===== config.mk =====
export PLATFORM = sky130hd
export DESIGN_NAME = stopwatch_ctrl_flat
export DESIGN_NICKNAME = d
export VERILOG_FILES = /design/src/rtl/stopwatch_ctrl_if.sv /design/src/rtl/stopwatch_ctrl.sv /design/src/flat_wrapper.sv
export SDC_FILE = /design/constraint.sdc
export NUM_CORES = 1
export LEC_CHECK = 0
export ABC_AREA = 1
export CAP_MARGIN = 20
export CELL_PAD_IN_SITES_DETAIL_PLACEMENT = 0
export CELL_PAD_IN_SITES_GLOBAL_PLACEMENT = 2
export CORE_ASPECT_RATIO = 1.5
export CORE_MARGIN = 3
export CORE_UTILIZATION = 33
export CTS_BUF_LIST = sky130_fd_sc_hd__clkbuf_8
export CTS_CLUSTER_SIZE = 10
export DETAILED_ROUTE_END_ITERATION = 8
export MAX_ROUTING_LAYER = met4
export PLACE_DENSITY = 0.81
export SYNTH_ARGS = -nofsm -noshare
export SYNTH_HDL_FRONTEND = slang
export SYNTH_SLANG_ARGS = --single-unit

===== constraint.sdc =====
create_clock -name clk -period 1.75 [get_ports clk]
set_input_delay 0.525 -clock clk [delete_from_list [all_inputs] [get_ports clk]]
set_output_delay 0.525 -clock clk [all_outputs]
set_load 0.02 [all_outputs]

===== src/rtl/stopwatch_ctrl_if.sv =====
// Button and counter-side signal bundle for the stopwatch controller.
// The slave modport is the controller; the master modport is the board/counter side.
interface stopwatch_ctrl_if #(
    parameter int unsigned CNT_W = 20
);
    logic             start_n;
    logic             stop_n;
    logic             lap_n;
    logic             clear_n;
    logic [CNT_W-1:0] ms_count;
    logic             cnt_en;
    logic             cnt_clr;
    logic [CNT_W-1:0] lap_value;
    logic             lap_valid;
    logic             running;
    logic             overflow;

    modport master (
        output start_n, stop_n, lap_n, clear_n, ms_count,
        input  cnt_en, cnt_clr, lap_value, lap_valid, running, overflow
    );

    modport slave (
        input  start_n, stop_n, lap_n, clear_n, ms_count,
        output cnt_en, cnt_clr, lap_value, lap_valid, running, overflow
    );
endinterface


===== src/rtl/stopwatch_ctrl.sv =====
// Stopwatch sequencer: button conditioning (sync, debounce, press detect), 1 ms prescaler,
// and the IDLE/RUNNING/LAP/PAUSED controller driving the external ms counter.
module stopwatch_ctrl #(
    parameter int unsigned CLK_HZ     = 50_000_000,
    parameter int unsigned TICK_HZ    = 1000,
    parameter int unsigned DEB_CYCLES = 500_000,
    parameter int unsigned CNT_W      = 20
) (
    input  logic            clk,
    input  logic            reset_n,
    stopwatch_ctrl_if.slave sw
);
    localparam int unsigned DIV   = CLK_HZ / TICK_HZ;
    localparam int unsigned PW    = $clog2(DIV);
    localparam int unsigned DW    = $clog2(DEB_CYCLES + 1);
    localparam int unsigned NB    = 4;
    localparam int unsigned B_LAP = 0;
    localparam int unsigned B_STA = 1;
    localparam int unsigned B_STO = 2;
    localparam int unsigned B_CLR = 3;

    typedef enum logic [1:0] {IDLE, RUNNING, LAP, PAUSED} state_t;

    logic [NB-1:0] raw_n;
    logic [NB-1:0] sync1_q, sync2_q;
    logic [NB-1:0] deb_q, deb_d;
    logic [NB-1:0] ev_q, ev_d;
    logic [DW-1:0] deb_cnt_q [NB];
    logic [DW-1:0] deb_cnt_d [NB];

    assign raw_n = {sw.clear_n, sw.stop_n, sw.start_n, sw.lap_n};

    // Level flips only after DEB_CYCLES consecutive disagreeing samples; any agreement restarts.
    always_comb begin
        deb_d = deb_q;
        for (int unsigned i = 0; i < NB; i++) begin
            deb_cnt_d[i] = '0;
            if (sync2_q[i] != deb_q[i]) begin
                if (deb_cnt_q[i] == DW'(DEB_CYCLES - 1)) begin
                    deb_d[i] = sync2_q[i];
                end else begin
                    deb_cnt_d[i] = deb_cnt_q[i] + 1'b1;
                end
            end
        end
        ev_d = deb_q & ~deb_d;
    end

    always_ff @(posedge clk or negedge reset_n) begin
        if (!reset_n) begin
            sync1_q <= '1;
            sync2_q <= '1;
            deb_q   <= '1;
            ev_q    <= '0;
            for (int unsigned i = 0; i < NB; i++) begin
                deb_cnt_q[i] <= '0;
            end
        end else begin
            sync1_q <= raw_n;
            sync2_q <= sync1_q;
            deb_q   <= deb_d;
            ev_q    <= ev_d;
            for (int unsigned i = 0; i < NB; i++) begin
                deb_cnt_q[i] <= deb_cnt_d[i];
            end
        end
    end

    state_t           state_q, state_d;
    logic [PW-1:0]    presc_q, presc_d;
    logic [CNT_W-1:0] lap_value_q, lap_value_d;
    logic             cnt_en_q, cnt_en_d;
    logic             cnt_clr_q, cnt_clr_d;
    logic             lap_valid_q, lap_valid_d;
    logic             running_q, running_d;
    logic             overflow_q, overflow_d;
    logic             counting, tick, at_max;

    always_comb begin
        counting    = (state_q == RUNNING) || (state_q == LAP);
        tick        = counting && (presc_q == PW'(DIV - 1));
        at_max      = (sw.ms_count == '1);
        state_d     = state_q;
        lap_value_d = lap_value_q;
        overflow_d  = overflow_q;
        cnt_clr_d   = 1'b0;
        cnt_en_d    = tick && !at_max;

        if (state_q == IDLE) begin
            presc_d = '0;
        end else if (!counting) begin
            presc_d = presc_q;
        end else if (tick) begin
            presc_d = '0;
        end else begin
            presc_d = presc_q + 1'b1;
        end

        // Each state tests only the events it reacts to, highest priority first.
        case (state_q)
            IDLE: begin
                if (ev_q[B_CLR]) begin
                    cnt_clr_d = 1'b1;
                end else if (ev_q[B_STA]) begin
                    state_d = RUNNING;
                end
            end
            RUNNING: begin
                if (ev_q[B_STO]) begin
                    state_d = PAUSED;
                end else if (ev_q[B_LAP]) begin
                    state_d     = LAP;
                    lap_value_d = sw.ms_count;
                end
            end
            LAP: begin
                if (ev_q[B_STO]) begin
                    state_d = PAUSED;
                end else if (ev_q[B_STA]) begin
                    state_d = RUNNING;
                end else if (ev_q[B_LAP]) begin
                    lap_value_d = sw.ms_count;
                end
            end
            default: begin
                if (ev_q[B_CLR]) begin
                    state_d     = IDLE;
                    cnt_clr_d   = 1'b1;
                    lap_value_d = '0;
                    overflow_d  = 1'b0;
                    presc_d     = '0;
                end else if (ev_q[B_STA] && !overflow_q) begin
                    state_d = RUNNING;
                end
            end
        endcase

        if (tick && at_max) begin
            overflow_d = 1'b1;
            state_d    = PAUSED;
        end

        lap_valid_d = (state_d == LAP);
        running_d   = (state_d == RUNNING) || (state_d == LAP);
    end

    always_ff @(posedge clk or negedge reset_n) begin
        if (!reset_n) begin
            state_q     <= IDLE;
            presc_q     <= '0;
            lap_value_q <= '0;
            cnt_en_q    <= 1'b0;
            cnt_clr_q   <= 1'b0;
            lap_valid_q <= 1'b0;
            running_q   <= 1'b0;
            overflow_q  <= 1'b0;
        end else begin
            state_q     <= state_d;
            presc_q     <= presc_d;
            lap_value_q <= lap_value_d;
            cnt_en_q    <= cnt_en_d;
            cnt_clr_q   <= cnt_clr_d;
            lap_valid_q <= lap_valid_d;
            running_q   <= running_d;
            overflow_q  <= overflow_d;
        end
    end

    assign sw.cnt_en    = cnt_en_q;
    assign sw.cnt_clr   = cnt_clr_q;
    assign sw.lap_value = lap_value_q;
    assign sw.lap_valid = lap_valid_q;
    assign sw.running   = running_q;
    assign sw.overflow  = overflow_q;
endmodule

===== src/flat_wrapper.sv =====
// flat-port wrapper written by rule: the top's interface ports become plain ports
module stopwatch_ctrl_flat 
#(
    parameter int unsigned CLK_HZ     = 50_000_000,
    parameter int unsigned TICK_HZ    = 1000,
    parameter int unsigned DEB_CYCLES = 500_000,
    parameter int unsigned CNT_W      = 20
)
  (clk, reset_n, sw_start_n, sw_stop_n, sw_lap_n, sw_clear_n, sw_ms_count, sw_cnt_en, sw_cnt_clr, sw_lap_value, sw_lap_valid, sw_running, sw_overflow);
  stopwatch_ctrl_if #(.CNT_W(CNT_W)) sw_i ();
  input  logic clk;
  input  logic reset_n;
  input wire logic [$bits(sw_i.start_n)-1:0] sw_start_n;
  input wire logic [$bits(sw_i.stop_n)-1:0] sw_stop_n;
  input wire logic [$bits(sw_i.lap_n)-1:0] sw_lap_n;
  input wire logic [$bits(sw_i.clear_n)-1:0] sw_clear_n;
  input wire logic [$bits(sw_i.ms_count)-1:0] sw_ms_count;
  output wire logic [$bits(sw_i.cnt_en)-1:0] sw_cnt_en;
  output wire logic [$bits(sw_i.cnt_clr)-1:0] sw_cnt_clr;
  output wire logic [$bits(sw_i.lap_value)-1:0] sw_lap_value;
  output wire logic [$bits(sw_i.lap_valid)-1:0] sw_lap_valid;
  output wire logic [$bits(sw_i.running)-1:0] sw_running;
  output wire logic [$bits(sw_i.overflow)-1:0] sw_overflow;
  assign sw_i.start_n = sw_start_n;
  assign sw_i.stop_n = sw_stop_n;
  assign sw_i.lap_n = sw_lap_n;
  assign sw_i.clear_n = sw_clear_n;
  assign sw_i.ms_count = sw_ms_count;
  assign sw_cnt_en = sw_i.cnt_en;
  assign sw_cnt_clr = sw_i.cnt_clr;
  assign sw_lap_value = sw_i.lap_value;
  assign sw_lap_valid = sw_i.lap_valid;
  assign sw_running = sw_i.running;
  assign sw_overflow = sw_i.overflow;
  stopwatch_ctrl #(.CLK_HZ(CLK_HZ), .TICK_HZ(TICK_HZ), .DEB_CYCLES(DEB_CYCLES), .CNT_W(CNT_W)) u_core (.clk(clk), .reset_n(reset_n), .sw(sw_i));
endmodule

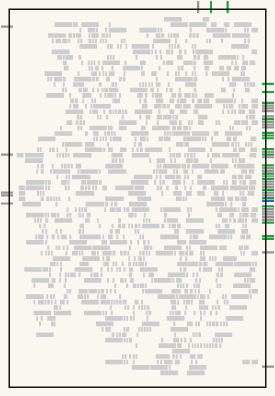
Run 1: I/O pins on the die edge
Drawn at 2 px/um. Pins as bars across the die edge, other pins in grey.
colour	port	pins	direction	edge
blue	sw_cnt_en	1	output	right
green	sw_lap_value	20	output	18 right, 2 top

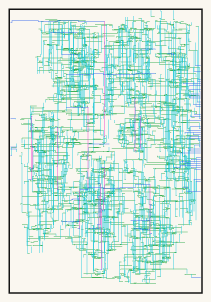
Run 1: routed metal, one colour a layer
Drawn at 1.5 px/um.
colour	layer	wire length
magenta	M4	460 um
blue	M3	592 um
green	M1	7540 um
cyan	M2	10100 um

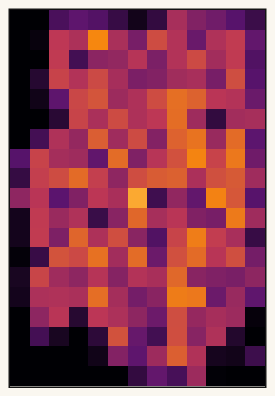
Run 1: cell area per tile
Drawn at 2 px/um. 13 x 19 tiles, from black (low) to pale yellow (high), 0 to 100% covered.
mean over tiles	36%
nearly empty tiles	12%
tiles over 75% full	0.40%
Final Util: 41.6%
core outline area: 0.0217 mm^2
Pre-Place Util: 33.6%

==> flow_summary.toml, run 1 <==
# generated from flow reports
[run_status]
status = "finished clean"

[logic_synthesis]
synth-async-reset-ratio_pct = 100
syn_area_per_cell_um2 = 7.59
synthMuxAreaShare_pct = 0
post-synth-top-count-cell = "nand2_1"

[clock_network]
htree_levels = 4
path_clk_slew_ns = 0.10

[placed_design]
dp_hpwl_um = 13700
dp.cells = 1311
port_buffers = 50

[sta]
max_slew.worst_pin.slew_ns = 0.401
skew_ns = 0.0189
hold_viol_final = 0

[job]
warning_count = 31

[final_layout]
drive_gt1_share_pct = 14.0
syn_to_final_growth_pct = 23.6
layout_top_cell = "nand2_1"

[drt]
drtIter0Drc = 340
final_antenna_net_count = 0

[power]
p_comb_w = 0.000265

[hold_path]
hold_end = "u_core.sync2_q[1]"
hold_path_class = "flip-flop to flip-flop"

[critical_path]
reg2reg_to = "u_core.sw.lap_value[4]"
r2r_start = "u_core.state_q[1]"

[grt]
grt_max_degree = 46
-- run 1: critical path: cells and delay by family, from the launching register on --
| kind | cells | cell delay [ns] |
|---|---|---|
| simple gates | 4 | 0.36 |
| compound gates | 1 | 0.28 |
| flops | 1 | 0.42 |
| buf+inv | 3 | 0.39 |
| fa+ha+maj | 1 | 0.17 |
-- run 1: final cells by class --
type / instances / area, um^2 / share of cell area [%]
Clock buffer: 17 / 234 / 2.59
Timing Repair Buffer: 99 / 977 / 10.8
Tap cell: 272 / 340 / 3.77
Clock inverter: 15 / 165 / 1.83
Sequential cell: 135 / 3390 / 37.6
Multi-Input combinational cell: 718 / 3550 / 39.3
Inverter: 98 / 369 / 4.09
-- run 1: what timing repair did --
| item | CTS | global route |
|---|---|---|
| pin swaps | 1 | 5 |
| gates cloned | 0 | 4 |
| hold endpoints to repair | 17 | 0 |
| gates resized | 28 | 40 |
| setup endpoints to repair | 26 | 51 |
| hold buffers | 1 | 0 |
| setup buffers | 0 | 6 |
-- run 1: layer usage --
| layer | vias up | wire, um | GRT usage (%) |
|---|---|---|---|
| li1 | 3217 | - | - |
| met1 | 2857 | 7540 | 17.8 |
| met2 | 100 | 10100 | 29.9 |
| met3 | 33 | 591 | 3.49 |
| met4 | 0 | 460 | 6.28 |
| met5 | - | 0 | - |
-- run 1: sequential cells by signal (all words and copies together), names as in the netlist, 2 cells and up --
register,cells
u_core.deb_cnt_q,76
u_core.sw.lap_value,20
u_core.presc_q,16
u_core.deb_q,4
u_core.ev_q,4
u_core.sync1_q,4
u_core.sync2_q,4
u_core.state_q,2
Run 1, cells coloured by class:
Drawn at 1.5 px/um.
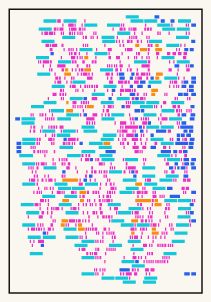

==> run 1 -> run 2 <==
--- a/config.mk
+++ b/config.mk
@@ -17,2 +17,3 @@
 export DETAILED_ROUTE_END_ITERATION = 8
+export GPL_TIMING_DRIVEN = 0
 export MAX_ROUTING_LAYER = met4
--- a/constraint.sdc
+++ b/constraint.sdc
@@ -3,2 +3,2 @@
 set_output_delay 0.525 -clock clk [all_outputs]
-set_load 0.02 [all_outputs]
+set_load 0.005 [all_outputs]
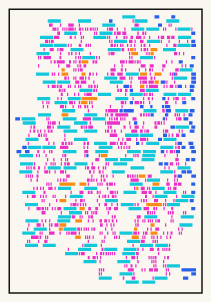
Run 2: cells coloured by class
Drawn at 1.5 px/um.
colour	class	cells
cyan	sequential cells	135
magenta	remaining logic cells	816
blue	remaining buffers and delay cells	73
orange	clock drivers and dummy loads	32

==> flow_summary.toml, run 2 <==
# generated from flow reports
[drt]
final_antenna_net_count = 0
viasPerCell = 4.64
drtIter0Drc = 325
dr_wl_met3_um = 677
top_layer_used = "met4"
met2RoutedLength_um = 9690
wl_met1_um = 7310

[placed_design]
dp_hpwl_um = 13100
port_buffers = 50

[critical_path]
crit_cells = 10
reg2reg_to = "u_core.sw.running"
crit_family = "adder cells"
path_buffers = 3
r2r_start = "u_core.state_q[1]"

[final_layout]
regMostFlops = "u_core.deb_cnt_q"
layout_top_cell = "nand2_1"
largest_reg_flops = 76
drive_gt1_share_pct = 12.8
syn_to_final_growth_pct = 21.1

[hold_path]
hold_path_class = "flip-flop to flip-flop"

[grt]
grt_use_met3_pct = 3.20
grt_max_degree = 86
met2_usage_pct = 30.1
grtUsageMet1_pct = 17.3

[clock_network]
htree_levels = 4

[floorplanning]
core_mm2 = 0.0217
initCoreUtil_pct = 33.6

[sta]
skew_ns = 0.0121
max_slew.worst_pin.slew_ns = 0.659

[logic_synthesis]
synth-async-reset-ratio_pct = 100
syn_area_per_cell_um2 = 7.59
post-synth-top-count-cell = "nand2_1"

[job]
warning_count = 32

[run_status]
status = "finished clean"
-- run 2: cell counts after synthesis --
Identical to the previous run, type by type.
-- run 2: area by class of cell --
class	instances	area, um^2
Tap cell	272	340
Buffer	11	92.6
Fill cell	2323	12900
Multi-Input combinational cell	718	3640
Sequential cell	135	3400
Clock inverter	15	191
Timing Repair Buffer	62	583
Clock buffer	17	234
Inverter	98	372
-- run 2: repair_timing --
action	CTS	global route
hold buffers	1	0
hold endpoints to repair	1	0
gates resized	37	43
gates cloned	0	0
setup buffers	3	7
endpoints found under the setup margin	68	70
pin swaps	1	14
-- run 2: cell families after synthesis --
| logic type | Yosys count |
|---|---|
| buffers and inverters | 109 |
| AOI/OAI and AO/OA | 28 |
| DFF | 135 |
| xor gates and xnor gates | 47 |
| adders and majority gates | 11 |
| and+or+nand+nor | 632 |
-- run 2: worst reg2reg max path: cells and delay by family, from the launching register on --
kind,cells,cell delay [ns]
adders and majority gates,2,0.55
and+or+nand+nor,5,0.49
DFF,1,0.38
buffers and inverters,3,0.22
-- run 2: how the worst min path moves through the flow --
stage / startpoint / to / slack (ns) / cells past startpoint
5_1_grt: u_core.sync1_q[1] / u_core.sync2_q[1] / 0.36 / 0
3_3_place_gp: u_core.sync1_q[1] / u_core.sync2_q[1] / 0.35 / 0
2_1_floorplan: reset_n / u_core.deb_cnt_q[0] / 0.23 / 0
3_5_place_dp: u_core.sync1_q[2] / u_core.sync2_q[2] / 0.35 / 0
4_1_cts: u_core.sync1_q[2] / u_core.sync2_q[2] / 0.36 / 0
6_report: u_core.sync1_q[2] / u_core.sync2_q[2] / 0.36 / 0
-- run 2: power breakdown --
part / switching (W) / total (W) / internal [W]
clock: 0.00140 / 0.00285 / 0.00145
combinational: 0.000144 / 0.000236 / 0.0000921
sequential: 0.0000277 / 0.00318 / 0.00316
No activity file was given, so power comes from the tool's default toggle rates.
